## src/rtl/deslocador_barrel_pipe.sv

```systemverilog
// Pipelined barrel shifter: stage k applies a 2^k shift when its sh bit is set.
// Valid/ready on both sides; the ready chain is combinational so bubbles collapse.
module deslocador_barrel_pipe #(
  parameter int unsigned WIDTH = 8,
  localparam int unsigned SHW = $clog2(WIDTH)
) (
  input  logic             clk,
  input  logic             rst,
  input  logic             in_valid,
  output logic             in_ready,
  input  logic [WIDTH-1:0] A,
  input  logic [SHW-1:0]   sh,
  input  logic [1:0]       mode,
  output logic             out_valid,
  input  logic             out_ready,
  output logic [WIDTH-1:0] B,
  output logic             zero,
  output logic             busy
);

  localparam logic [1:0] ModeSll = 2'b00;
  localparam logic [1:0] ModeSrl = 2'b01;
  localparam logic [1:0] ModeSra = 2'b10;

  function automatic logic [WIDTH-1:0] shift_step(input logic [WIDTH-1:0] d,
                                                  input int unsigned amt,
                                                  input logic [1:0] m,
                                                  input logic sign);
    logic [WIDTH-1:0] res;
    logic [WIDTH-1:0] fill;
    fill = sign ? ~({WIDTH{1'b1}} >> amt) : '0;
    case (m)
      ModeSll: res = d << amt;
      ModeSrl: res = d >> amt;
      ModeSra: res = (d >> amt) | fill;
      default: res = (d << amt) | (d >> (WIDTH - amt));
    endcase
    return res;
  endfunction

  logic [SHW-1:0]   v_q, v_d;
  logic [WIDTH-1:0] data_q [SHW];
  logic [WIDTH-1:0] data_d [SHW];
  logic [SHW-1:0]   sh_q   [SHW];
  logic [SHW-1:0]   sh_d   [SHW];
  logic [1:0]       mode_q [SHW];
  logic [1:0]       mode_d [SHW];
  logic             sign_q [SHW];
  logic             sign_d [SHW];

  logic [SHW-1:0]   rdy;
  logic [SHW-1:0]   src_v;
  logic [WIDTH-1:0] src_data [SHW];
  logic [SHW-1:0]   src_sh   [SHW];
  logic [1:0]       src_mode [SHW];
  logic             src_sign [SHW];

  // Stage 0 is fed by the input port, every other stage by its predecessor.
  always_comb begin
    src_v       = '0;
    src_v[0]    = in_valid;
    src_data[0] = A;
    src_sh[0]   = sh;
    src_mode[0] = mode;
    src_sign[0] = A[WIDTH-1];
    for (int k = 1; k < int'(SHW); k++) begin
      src_v[k]    = v_q[k-1];
      src_data[k] = data_q[k-1];
      src_sh[k]   = sh_q[k-1];
      src_mode[k] = mode_q[k-1];
      src_sign[k] = sign_q[k-1];
    end
  end

  // rdy[k] = ~v[k] | rdy[k+1], unrolled as "not every stage from k up is full".
  always_comb begin
    logic all_full;
    all_full = 1'b1;
    rdy      = '0;
    for (int k = int'(SHW) - 1; k >= 0; k--) begin
      all_full = all_full & v_q[k];
      rdy[k]   = ~all_full | out_ready;
    end
  end

  always_comb begin
    v_d = v_q;
    for (int k = 0; k < int'(SHW); k++) begin
      data_d[k] = data_q[k];
      sh_d[k]   = sh_q[k];
      mode_d[k] = mode_q[k];
      sign_d[k] = sign_q[k];
      if (rdy[k]) begin
        v_d[k] = src_v[k];
        if (src_v[k]) begin
          data_d[k] = src_sh[k][k] ? shift_step(src_data[k], 1 << k, src_mode[k], src_sign[k])
                                   : src_data[k];
          sh_d[k]   = src_sh[k];
          mode_d[k] = src_mode[k];
          sign_d[k] = src_sign[k];
        end
      end
    end
  end

  always_ff @(posedge clk or posedge rst) begin
    if (rst) begin
      v_q <= '0;
      for (int k = 0; k < int'(SHW); k++) begin
        data_q[k] <= '0;
        sh_q[k]   <= '0;
        mode_q[k] <= '0;
        sign_q[k] <= 1'b0;
      end
    end else begin
      v_q <= v_d;
      for (int k = 0; k < int'(SHW); k++) begin
        data_q[k] <= data_d[k];
        sh_q[k]   <= sh_d[k];
        mode_q[k] <= mode_d[k];
        sign_q[k] <= sign_d[k];
      end
    end
  end

  always_comb begin
    in_ready  = rdy[0];
    out_valid = v_q[SHW-1];
    B         = data_q[SHW-1];
    zero      = v_q[SHW-1] & ~|data_q[SHW-1];
    busy      = |v_q;
  end

endmodule

```

## config.mk

```make
export PLATFORM = sky130hd
export DESIGN_NAME = deslocador_barrel_pipe
export DESIGN_NICKNAME = d
export VERILOG_FILES = /design/src/rtl/deslocador_barrel_pipe.sv
export SDC_FILE = /design/constraint.sdc
export NUM_CORES = 1
export LEC_CHECK = 0
export ABC_AREA = 1
export CORE_ASPECT_RATIO = 0.75
export CORE_MARGIN = 1.5
export CORE_UTILIZATION = 49
export DETAILED_ROUTE_END_ITERATION = 10
export PLACE_DENSITY = 0.83
export SLEW_MARGIN = 5
export SYNTH_ARGS = -nofsm -noshare
export SYNTH_HDL_FRONTEND = slang
export SYNTH_SLANG_ARGS = --single-unit
```

## constraint.sdc

```tcl
create_clock -name clk -period 2.3 [get_ports clk]
set_input_delay 0.23 -clock clk [delete_from_list [all_inputs] [get_ports clk]]
set_output_delay 0.23 -clock clk [all_outputs]
set_load 0.005 [all_outputs]
```

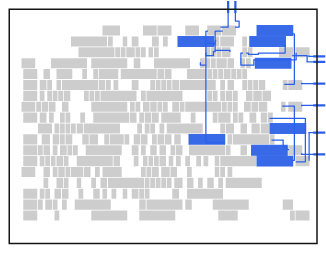
*Nets reached from selected ports*
Scale: 4 px per µm.
Blue marks `B`, bits 8, direction output, end cells 8, wire 185 µm.

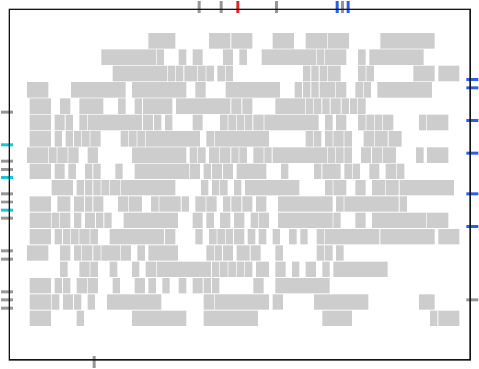
*Ports around the boundary*
Scale: 6 px per µm. Pins as bars across the die edge, other pins in grey.
Red marks `busy`, pins 1, direction output, edge top. Blue marks `B`, pins 8, direction output, edge 6 right, 2 top. Cyan marks `sh`, pins 3, direction input, edge left.

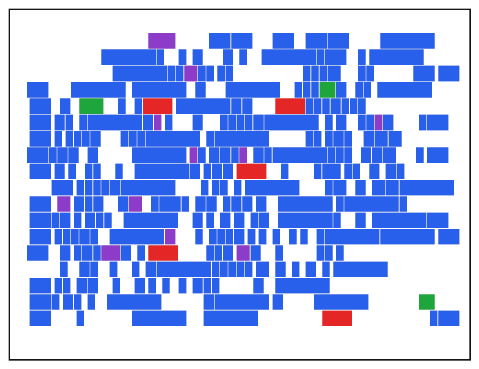
*Sizing map*
Scale: 6 px per µm.
Green marks drive 3 to 4, cells 3. Blue marks drive 1 or less, cells 279. Red marks drive 6 and up, cells 5. Purple marks drive 2, cells 11.

==> results_tabular.tex <==
% Yosys + OpenROAD metrics
\begin{tabular}{lr}
\hline
Metric & Value \\
\hline
\multicolumn{2}{l}{\textbf{Outcome}} \\
\quad Result of the run & finished clean \\
\multicolumn{2}{l}{\textbf{Floorplan}} \\
\quad Y dimension of the die & 58.18 µm \\
\quad DIE WIDTH & 76.58 µm \\
\quad Initial Util & 0.5263 \\
\quad Site Rows & 19 \\
\quad Area enclosed by the die boundary & 0.004455 mm² \\
\multicolumn{2}{l}{\textbf{Power}} \\
\quad Highest ir drop seen on vdd & 473.9 µV \\
\quad Total internal power & 1.368 mW \\
\quad Sequential share of power & 0.465 \\
\quad Logic gate share of total power & 0.341 \\
\quad Combinational power & 0.732 mW \\
\quad Switch share & 0.3628 \\
\quad P\_clk & 0.417 mW \\
\multicolumn{2}{l}{\textbf{Final layout}} \\
\quad Register share of the cell area & 0.3877 \\
\quad Final Util & 0.6147 \\
\quad Non-clock buffer total of the final layout & 29 \\
\quad Sequential standard cell area & 900.9 µm² \\
\quad Buffer share of cell area & 0.1239 \\
\quad Count of inverters other than clock inverters in the layout & 43 \\
\quad Number of flip-flops under the largest register name & 16 \\
\quad Largest register by flop count & data\_q \\
\quad Number of sequential storage elements & 36 \\
\quad Number of multi-input combinational cells in the layout & 183 \\
\quad Top class by area & sequential cells \\
\quad Final net count & 315 \\
\multicolumn{2}{l}{\textbf{Worst setup path}} \\
\quad Worst reg2reg path startpoint & sh\_q[5] \\
\quad Launch point of the worst path & v\_q[2] \\
\quad Crit path largest cell delay & 0.54 ns \\
\quad Element type at the critical path end & output pin \\
\quad CP max-delay cell & sky130\_fd\_sc\_hd\_\_clkdlybuf4s50\_1 \\
\quad Buffers \& Inverters on Critical Path & 2 \\
\quad Launching element type of the critical path & flip-flop \\
\quad Crit-path leading delay family & buffers and inverters \\
\multicolumn{2}{l}{\textbf{Route}} \\
\quad Routed length on met2 & 1945 µm \\
\quad Vias per inst & 5.051 \\
\quad Total wire length after detailed routing & 4161 µm \\
\quad Final antenna-violating net count & 0 \\
\quad Routed length on met3 & 199 µm \\
\multicolumn{2}{l}{\textbf{Logic synthesis}} \\
\quad Cell total in the yosys stat output & 275 \\
\quad Simple-gate area share of the yosys netlist & 0.2774 \\
\quad Number of instances in the synthesized netlist & 275 \\
\quad Most popular library cell in the synthesized design by count & sky130\_fd\_sc\_hd\_\_nand2\_1 \\
\quad Post-synth seq share & 0.4528 \\
\quad Area share of the leading cell type in the synthesized netlist & 0.4528 \\
\quad Adder Share, Synth & 0 \\
\quad Warning count from the yosys run & 0 \\
\quad Post-synth tally of flip-flops with integrated enable & 0 \\
\quad Top cells by count & sky130\_fd\_sc\_hd\_\_nand2\_1 (65), sky130\_fd\_sc\_hd\_\_inv\_1 (39), sky130\_fd\_sc\_hd\_\_dfrtp\_1 (36) \\
\quad Post-synth design cell area & 0.001989 mm² \\
\quad Top cells by area & sky130\_fd\_sc\_hd\_\_dfrtp\_1 (45\%), sky130\_fd\_sc\_hd\_\_nand2\_1 (12\%), sky130\_fd\_sc\_hd\_\_inv\_1 (7.4\%) \\
\quad Flip-flop cell with the highest count after synthesis & sky130\_fd\_sc\_hd\_\_dfrtp\_1 \\
\quad Main kind of combinational logic by area & simple AND/OR/NAND/NOR gates \\
\quad Post-synthesis mux area share & 0 \\
\quad Synthesized area per cell & 7.234 µm² \\
\quad Count of unique library cells instantiated by Yosys & 22 \\
\multicolumn{2}{l}{\textbf{Clock network}} \\
\quad CTS root buf & sky130\_fd\_sc\_hd\_\_clkbuf\_8 \\
\quad Clock edge transition at the registers on the reported setup and hold paths & 0.07 ns \\
\quad CTS Buf Count & 5 \\
\quad CTS max path bufs & 2 \\
\quad Insertion Delay late pin & 0.28 ns \\
\quad Clock sinks & 36 \\
\quad Buffer count from post-CTS setup fixing & 0 \\
\quad Number of buffers inserted by hold repair at cts & 0 \\
\quad Clock H-tree levels & 2 \\
\multicolumn{2}{l}{\textbf{Timing}} \\
\quad Setup-failing EPs final & 0 \\
\quad F\_max & 542.6 MHz \\
\quad Post-layout period usage & 0.8012 \\
\quad Transition time of the tightest slew-check pin & 0.4746 ns \\
\quad Accumulated negative setup slack & 0 ns \\
\quad Final worst clock skew & 0.004444 ns \\
\quad Final Max Slew Viols & 0 \\
\multicolumn{2}{l}{\textbf{Global route}} \\
\quad Maximum number of pins on one net before global-route repair & 37 \\
\quad Global-route wire length before repair & 7107 µm \\
\quad Congestion Overflow GR & 0 \\
\quad Antenna violations before repair & 0 \\
\quad Met3 usage in global routing & 0.05039 \\
\multicolumn{2}{l}{\textbf{Flow run}} \\
\quad Tally of OpenROAD warnings & 26 \\
\quad Max-cap violation count & 0 \\
\multicolumn{2}{l}{\textbf{Min path}} \\
\quad Worst hold path class & input pin to asynchronous set/reset pin \\
\hline
\end{tabular}
## per-stage QoR
step	hold slack (ns)	power (mW)	setup slack [ns]	instance area, µm²	cells
after CTS	0.3593	2.155	0.4417	2323	350
after global placement	0.4703	1.700	0.7121	2242	343
after detailed placement	0.4669	1.733	0.6413	2242	343
after floorplan	0.3396	1.514	1.197	1989	275
after global routing	0.4203	2.315	0.3344	2323	350
final	0.3519	2.147	0.4572	2323	350
## path summary, 6_finish.rpt
check	endpoint	slack, ns	cells after the start
setup / recovery	zero	0.46	3
hold / removal	data_q[15]	0.35	3
setup reg to reg	B[7]	0.94	5
hold reg to reg	data_q[16]	0.48	2
max in group asynchronous	B[7]	1.64	3
min in group clk	data_q[16]	0.48	2
Power is estimated from default activity; no workload was simulated.
